==> images/met3.png <==
Bar = 20 um.
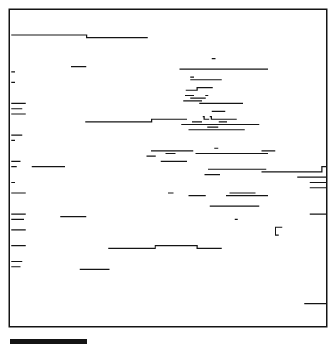
==> images/met2.png <==
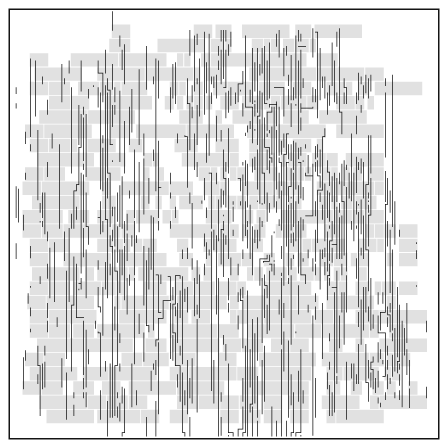
==> images/gate_families.png <==
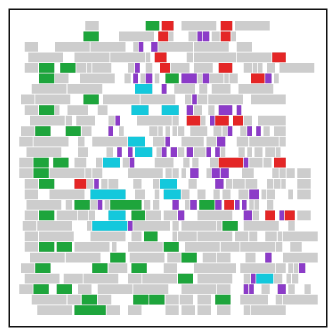
==> images/registers.png <==
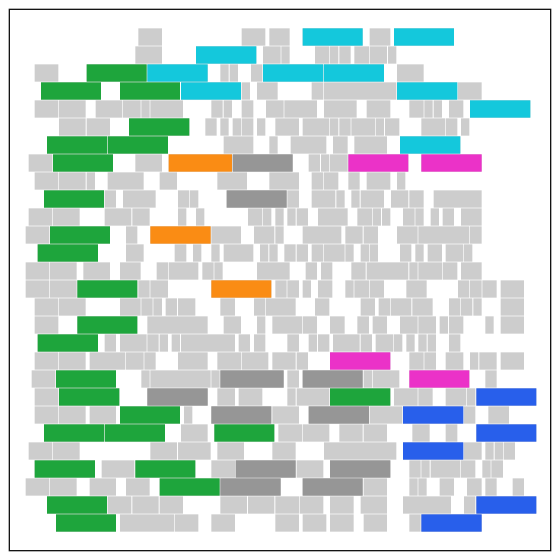
==> images/final_congestion.png <==
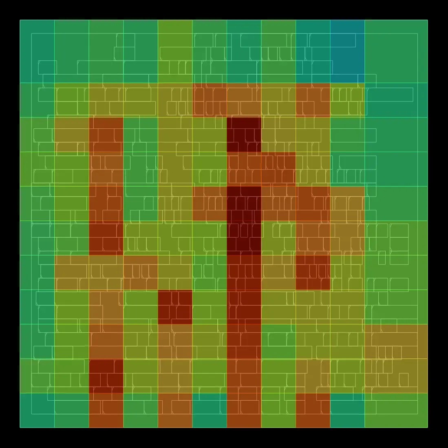
`src/rtl/adau1761_cfg_sequencer_if.sv`:
```
`default_nettype none
// ============================================================================
// Module   : adau1761_cfg_sequencer_if
// Purpose  : control, table-ROM and open-drain I2C pins of the codec boot sequencer
// Revision : 1.0
// ============================================================================
interface adau1761_cfg_sequencer_if #(
  parameter int ROM_AW = 6
);
  logic              start;
  logic [ROM_AW-1:0] rom_addr;
  logic [24:0]       rom_data;
  logic              scl_oe;
  logic              sda_oe;
  logic              sda_in;
  logic              busy;
  logic              codec_ready;
  logic              error;
  logic [ROM_AW-1:0] err_index;

  modport master (
    input  start, rom_data, sda_in,
    output rom_addr, scl_oe, sda_oe, busy, codec_ready, error, err_index
  );

  modport slave (
    output start, rom_data, sda_in,
    input  rom_addr, scl_oe, sda_oe, busy, codec_ready, error, err_index
  );
endinterface
`default_nettype wire

```
`src/rtl/adau1761_cfg_sequencer.sv`:
```
`default_nettype none
// ============================================================================
// Module   : adau1761_cfg_sequencer
// Purpose  : walks a register table and writes each entry to the ADAU1761 over I2C
// Revision : 1.0
// ============================================================================
module adau1761_cfg_sequencer #(
  parameter int         CLK_DIV    = 250,
  parameter logic [6:0] DEV_ADDR   = 7'h38,
  parameter int         ROM_AW     = 6,
  parameter int         POST_DELAY = 1000
) (
  input wire                       aclk,
  input wire                       aresetn,
  adau1761_cfg_sequencer_if.master bus
);

  localparam logic [3:0] c_idle  = 4'd0;
  localparam logic [3:0] c_fetch = 4'd1;
  localparam logic [3:0] c_start = 4'd2;
  localparam logic [3:0] c_byte  = 4'd3;
  localparam logic [3:0] c_ack   = 4'd4;
  localparam logic [3:0] c_stop  = 4'd5;
  localparam logic [3:0] c_gap   = 4'd6;
  localparam logic [3:0] c_done  = 4'd7;
  localparam logic [3:0] c_err   = 4'd8;

  localparam int c_cnt_max = (CLK_DIV > POST_DELAY) ? CLK_DIV : POST_DELAY;
  localparam int c_cw      = $clog2(c_cnt_max + 1);
  localparam logic [c_cw-1:0]   c_div_last = c_cw'(CLK_DIV - 1);
  localparam logic [c_cw-1:0]   c_gap_last = c_cw'(POST_DELAY - 1);
  localparam logic [c_cw-1:0]   c_cnt_one  = c_cw'(1);
  localparam logic [ROM_AW-1:0] c_addr_max = '1;
  localparam logic [ROM_AW-1:0] c_addr_one = ROM_AW'(1);

  logic [3:0]        r_state;
  logic [3:0]        w_next;
  logic [c_cw-1:0]   r_cnt;
  logic [1:0]        r_qtr;
  logic [2:0]        r_bit;
  logic [1:0]        r_byte;
  logic [24:0]       r_entry;
  logic              r_nack;
  logic [ROM_AW-1:0] r_rom_addr;
  logic [ROM_AW-1:0] r_err_index;
  logic [7:0]        w_cur_byte;
  logic              w_tx_bit;
  logic              w_qend;
  logic              w_bend;
  logic              w_bus_state;
  logic              w_last_entry;
  logic              w_scl_oe;
  logic              w_sda_oe;

  assign w_qend       = (r_cnt == c_div_last);
  assign w_bend       = w_qend && (r_qtr == 2'd3);
  assign w_bus_state  = (r_state == c_start) || (r_state == c_byte) ||
                        (r_state == c_ack)   || (r_state == c_stop);
  // The final table slot always terminates the walk, so rom_addr never wraps.
  assign w_last_entry = r_entry[24] || (r_rom_addr == c_addr_max);

  always_comb begin
    case (r_byte)
      2'd0:    w_cur_byte = {DEV_ADDR, 1'b0};
      2'd1:    w_cur_byte = r_entry[23:16];
      2'd2:    w_cur_byte = r_entry[15:8];
      default: w_cur_byte = r_entry[7:0];
    endcase
  end

  assign w_tx_bit = w_cur_byte[~r_bit];

  always_ff @(posedge aclk or negedge aresetn) begin
    if (!aresetn) r_state <= c_idle;
    else          r_state <= w_next;
  end

  always_comb begin
    w_next = r_state;
    case (r_state)
      c_idle, c_done, c_err: if (bus.start) w_next = c_fetch;
      c_fetch: if (r_cnt == c_cnt_one) w_next = c_start;
      c_start: if (w_bend) w_next = c_byte;
      c_byte:  if (w_bend && (r_bit == 3'd7)) w_next = c_ack;
      c_ack:   if (w_bend) w_next = (r_nack || (r_byte == 2'd3)) ? c_stop : c_byte;
      c_stop:  if (w_bend) w_next = r_nack ? c_err : c_gap;
      c_gap:   if (r_cnt == c_gap_last) w_next = w_last_entry ? c_done : c_fetch;
      default: w_next = c_idle;
    endcase
  end

  always_comb begin
    w_scl_oe = 1'b0;
    w_sda_oe = 1'b0;
    case (r_state)
      c_start: w_sda_oe = r_qtr[1];
      c_byte: begin
        w_scl_oe = !r_qtr[1];
        w_sda_oe = !w_tx_bit;
      end
      c_ack:   w_scl_oe = !r_qtr[1];
      c_stop: begin
        w_scl_oe = (r_qtr == 2'd0);
        w_sda_oe = !r_qtr[1];
      end
      default: ;
    endcase
  end

  assign bus.scl_oe      = w_scl_oe;
  assign bus.sda_oe      = w_sda_oe;
  assign bus.busy        = (r_state != c_idle) && (r_state != c_done) && (r_state != c_err);
  assign bus.codec_ready = (r_state == c_done);
  assign bus.error       = (r_state == c_err);
  assign bus.rom_addr    = r_rom_addr;
  assign bus.err_index   = r_err_index;

  // Counters restart on every state change, so quarter ticks are aligned to state entry.
  always_ff @(posedge aclk or negedge aresetn) begin
    if (!aresetn) begin
      r_cnt       <= '0;
      r_qtr       <= 2'd0;
      r_bit       <= 3'd0;
      r_byte      <= 2'd0;
      r_entry     <= '0;
      r_nack      <= 1'b0;
      r_rom_addr  <= '0;
      r_err_index <= '0;
    end else begin
      if (r_state != w_next) begin
        r_cnt <= '0;
        r_qtr <= 2'd0;
      end else if (w_bus_state && w_qend) begin
        r_cnt <= '0;
        r_qtr <= r_qtr + 2'd1;
      end else if (w_bus_state || (r_state == c_fetch) || (r_state == c_gap)) begin
        r_cnt <= r_cnt + c_cnt_one;
      end

      case (r_state)
        c_idle, c_done, c_err: if (bus.start) r_rom_addr <= '0;
        c_fetch: begin
          if (r_cnt == c_cnt_one) begin
            r_entry <= bus.rom_data;
            r_byte  <= 2'd0;
            r_bit   <= 3'd0;
            r_nack  <= 1'b0;
          end
        end
        c_byte: if (w_bend) r_bit <= r_bit + 3'd1;
        c_ack: begin
          if ((r_qtr == 2'd2) && w_qend) r_nack <= bus.sda_in;
          if (w_bend) begin
            if (r_nack) r_err_index <= r_rom_addr;
            else        r_byte      <= r_byte + 2'd1;
          end
        end
        c_gap: if (w_next == c_fetch) r_rom_addr <= r_rom_addr + c_addr_one;
        default: ;
      endcase
    end
  end

endmodule
`default_nettype wire

```
`src/flat_wrapper.sv`:
```
// flat-port wrapper written by rule: the top's interface ports become plain ports
module adau1761_cfg_sequencer_flat 
#(
  parameter int         CLK_DIV    = 250,
  parameter logic [6:0] DEV_ADDR   = 7'h38,
  parameter int         ROM_AW     = 6,
  parameter int         POST_DELAY = 1000
)
  (aclk, aresetn, bus_start, bus_rom_data, bus_sda_in, bus_rom_addr, bus_scl_oe, bus_sda_oe, bus_busy, bus_codec_ready, bus_error, bus_err_index);
  adau1761_cfg_sequencer_if #(.ROM_AW(ROM_AW)) bus_i ();
  input wire aclk;
  input wire aresetn;
  input wire logic [$bits(bus_i.start)-1:0] bus_start;
  input wire logic [$bits(bus_i.rom_data)-1:0] bus_rom_data;
  input wire logic [$bits(bus_i.sda_in)-1:0] bus_sda_in;
  output wire logic [$bits(bus_i.rom_addr)-1:0] bus_rom_addr;
  output wire logic [$bits(bus_i.scl_oe)-1:0] bus_scl_oe;
  output wire logic [$bits(bus_i.sda_oe)-1:0] bus_sda_oe;
  output wire logic [$bits(bus_i.busy)-1:0] bus_busy;
  output wire logic [$bits(bus_i.codec_ready)-1:0] bus_codec_ready;
  output wire logic [$bits(bus_i.error)-1:0] bus_error;
  output wire logic [$bits(bus_i.err_index)-1:0] bus_err_index;
  assign bus_i.start = bus_start;
  assign bus_i.rom_data = bus_rom_data;
  assign bus_i.sda_in = bus_sda_in;
  assign bus_rom_addr = bus_i.rom_addr;
  assign bus_scl_oe = bus_i.scl_oe;
  assign bus_sda_oe = bus_i.sda_oe;
  assign bus_busy = bus_i.busy;
  assign bus_codec_ready = bus_i.codec_ready;
  assign bus_error = bus_i.error;
  assign bus_err_index = bus_i.err_index;
  adau1761_cfg_sequencer #(.CLK_DIV(CLK_DIV), .DEV_ADDR(DEV_ADDR), .ROM_AW(ROM_AW), .POST_DELAY(POST_DELAY)) u_core (.aclk(aclk), .aresetn(aresetn), .bus(bus_i));
endmodule
```
`config.mk`:
```
export PLATFORM = sky130hd
export DESIGN_NAME = adau1761_cfg_sequencer_flat
export DESIGN_NICKNAME = d
export VERILOG_FILES = /design/src/rtl/adau1761_cfg_sequencer_if.sv /design/src/rtl/adau1761_cfg_sequencer.sv /design/src/flat_wrapper.sv
export SDC_FILE = /design/constraint.sdc
export NUM_CORES = 1
export LEC_CHECK = 0
export CAP_MARGIN = 15
export CORE_MARGIN = 2
export CORE_UTILIZATION = 55
export CTS_CLUSTER_SIZE = 28
export DETAILED_ROUTE_END_ITERATION = 8
export GPL_TIMING_DRIVEN = 0
export MAX_ROUTING_LAYER = met4
export PLACE_DENSITY_LB_ADDON = 0.15
export SYNTH_ARGS = -nofsm -noshare
export SYNTH_HDL_FRONTEND = slang
export SYNTH_SLANG_ARGS = --single-unit
```
`constraint.sdc`:
```
create_clock -name aclk -period 2.85 [get_ports aclk]
set_input_delay 0.57 -clock aclk [delete_from_list [all_inputs] [get_ports aclk]]
set_output_delay 0.57 -clock aclk [all_outputs]
set_load 0.01 [all_outputs]
```
==> job_summary.md <==
## Synthesis and layout report

| Metric | Value |
|---|---|
| Reg2reg path depth | `10` |
| Routed vias | `about 2.8k` |
| Total congestion overflow | `0` |
| Reg2reg end | `u_core.r_cnt[5]` |
| Mapped Area | `around 0.0033 mm^2` |
| Clock Path Buffers | `2` |
| Comb power frac | `41.3%` |
| YS chip area | `0.003311 mm^2` |
| Die Height | `roughly 82 um` |
| Worst slack, placed | `-0.2839 ns` |
| Logic area | `0.001782 mm^2` |
| Most used cell, CP | `a21oi_1` |
| # H-tree levels | `3` |
| Critical path's top delay family | `AND-OR/OR-AND gates` |
| Post-layout period usage | `97.02%` |
| Power density cells | `around 860 mW/mm^2` |
| FP Core Util | `56.25%` |
| Worst R2R Setup Slack | `0.25 ns` |
| RSZ-0062 raised after global routing | `yes` |
| Worst r2r src | `u_core.r_cnt[1]` |
| Crit path arrival time | `2.20 ns` |
| Vias per cell | `about 6.0` |
| Number of global-route vias before repair | `2693` |
| First-pass GRT wire length | `~13000 um` |
| EDFF count, synth | `0` |
| Syn nets | `364` |
| Share of post-route cells with drive strength above 1 | `18.75%` |
| Seq share, synth | `44.60%` |
| Clock power share | `23.0%` |
| Core ar. | `0.005886 mm^2` |
| Drt first pass iters | `5` |
| Placed cells | `444` |
| Critical Path Stages | `10` |
| Post-route setup slack | `0.08487 ns` |
| Post-synth top flop | `dfrtp_1` |
| Post-layout net count | `420` |
| Period minus WS final | `2.765 ns` |
| Std-Cell Rows | `28` |
| Inserted Clock Buffers | `9` |
| Asr flop ratio synth | `100.0%` |
| Worst-Margin Slew | `between 0.6 and 0.7 ns` |
| CTS root buffer | `clkbuf_8` |
| DPL Wire Length | `5390 um` |
| Final hold viol count | `0` |
| Die ar. | `about 0.0067 mm^2` |
| Largest net degree at the start of global routing | `41` |
| P&R area growth vs syn | `25.06%` |
| Worst hold path class | `in2async` |
| Worst-path maximum fanout | `8` |
| Status | `completed` |
| CTS sink count | `59` |
| Fillers | `456` |
| Routability Congestion | `0.8777` |
| Synthesized area per cell | `10.25 um^2` |
| Relative slew slack | `55.82%` |
| Sw frac | `36.77%` |
| Max-cap viol count | `0` |
| Final setup fails | `0` |
| Port bufs | `45` |
| Final Total Pwr | `~3.6 mW` |
| Type of the worst setup path | `reg2out` |
| Crit-path max cell delay | `about 0.4 ns` |
| Buf/Inv on CP | `2` |
| OpenROAD warnings | `33` |
| Die X | `81.59 um` |
Notes on met3.png above:
share of all routed wire = 5.4%
wire length on this layer = 415 um
longest straight run = 22.5 um

Notes on met2.png above:
nets with wire on the layer = 368
longest straight run = 32.6 um
share of all routed wire = 49%
wire length on this layer = 3740 um

Notes on gate_families.png above:
AND-OR and OR-AND gates -> red  # cells 18, most used a21o_1
multiplexers -> green  # cells 37, most used mux2_2
NAND gates -> purple  # cells 54, most used nand2_1
adder and majority cells -> cyan  # cells 12, most used ha_1, where center

Notes on registers.png above:
u_core.r_entry -> green  # placed flops 25
u_core.r_state -> magenta  # placed flops 4, where east
u_core.bus.rom_addr -> blue  # placed flops 6, where south-east
u_core.r_bit -> orange  # placed flops 3
u_core.r_cnt -> cyan  # placed flops 10

Notes on final_congestion.png above:
WL/cell: 16.59 um
Top Usage Layer GRT: met2
Util after Layout: 70.34%
met2 Usage GRT: 42.54%
GR Util met3: 5.714%

-- logic make-up after synthesis --
logic type      synth area share, %
simple gates                  18.10
fa+ha+maj                     4.535
xor+xnor                     0.5292
buf+inv                       3.061
mux                           13.11
flops                         44.60
compound gates                16.06
-- power by group through the flow --
stage | clock network, mW | logic (mW) | registers (mW)
floorplan | 0 | 1.14 | 1.19
global placement | 0 | 1.47 | 1.22
detailed placement | 0 | 1.51 | 1.24
CTS | 0.834 | 1.49 | 1.26
global route | 0.879 | 1.63 | 1.31
finish | 0.822 | 1.48 | 1.28
-- final cells by class --
class,count,area share [%]
well taps,75,2.267
flip-flops and latches,59,35.72
clock buffers,11,3.173
multi-input cells,239,43.03
repair buffers,49,11.76
plain buffers,8,0.9973
clock inverters,5,1.874
inverters,13,1.179
-- timing repair --
| item | in CTS | in global routing |
|---|---|---|
| endpoints found under the setup margin | 10 | 27 |
| setup buffers | 2 | 1 |
| pin swaps | 3 | 2 |
| hold buffers | 0 | 0 |
| gates resized | 14 | 8 |
-- registers in the layout (all words and copies together) (netlist names) --
name	count
u_core.r_cnt	10
u_core.r_bit	3
u_core.r_byte	2
u_core.r_state	4
u_core.r_entry	25
u_core.bus.rom_addr	6
u_core.bus.err_index	6
u_core.r_qtr	2
u_core.r_nack	1
-- Yosys cell counts (3+ instances only) --
master    count  area share, %
dfrtp_1      59             45
nand2_1      30            3.4
mux2_2       22            7.5
nor2_1       22            2.5
a21oi_1      19            2.9
nand3_1      15            2.3
ha_1         12            4.5
inv_1        12            1.4
clkbuf_1     11            1.2
mux2_1        9            3.1
o21ai_1       9            1.4
and3_1        8            1.5
nor3_1        7            1.1
o21ai_0       7            1.1
a21o_1        6            1.4
nand2b_1      5           0.94
a22o_1        4            1.1
a22oi_1       4           0.91
mux2i_1       4            1.2
or2_2         4           0.76
or3_1         4           0.76
a221o_1       3           0.91
a221oi_1      3           0.79
and2_1        3           0.57
o31ai_1       3           0.68
-- worst max-delay path by stage --
stage / startpoint / end / slack (ns)
after floorplan: u_core.r_byte[0] / bus_sda_oe / 0.43
after global placement: aresetn / u_core.r_entry[20] / -0.69
after detailed placement: u_core.r_byte[0] / bus_sda_oe / -0.28
after CTS: u_core.r_byte[1] / bus_sda_oe / 0.1
after global routing: u_core.r_byte[1] / bus_sda_oe / -0.09
final: u_core.r_byte[1] / bus_sda_oe / 0.08
-- cell usage in the layout (no fill, tap or decap), types with 10 or more instances in the layout --
master and count:
nor2_1 22, dfrtp_1 57, ha_1 10, clkdlybuf4s50_1 43, a21oi_1 19, nand3_1 14, nand2_1 30, mux2_2 22
inv_1 11
-- metrics by stage --
stage	hold WS (ns)	TNS (ns)	utilization, %	instance area (um^2)
final	0.1980	0	70.34	4140
after global routing	0.2091	-0.08975	70.34	4140
after CTS	0.1982	0	69.96	4118
after detailed placement	0.4826	-0.2839	65.75	3870
after global placement	0.4712	-40.82	65.50	3855
after floorplan	0.2744	0	-	3311
-- metal layers --
layer	global-route usage, %	up-vias	routed length [um]
met2	42.54	97	3743
met4	8.667	0	142
li1	-	1295	-
met1	33.55	1341	3315
met5	-	-	0
met3	5.714	17	414
No activity file was given, so power comes from the tool's default toggle rates.
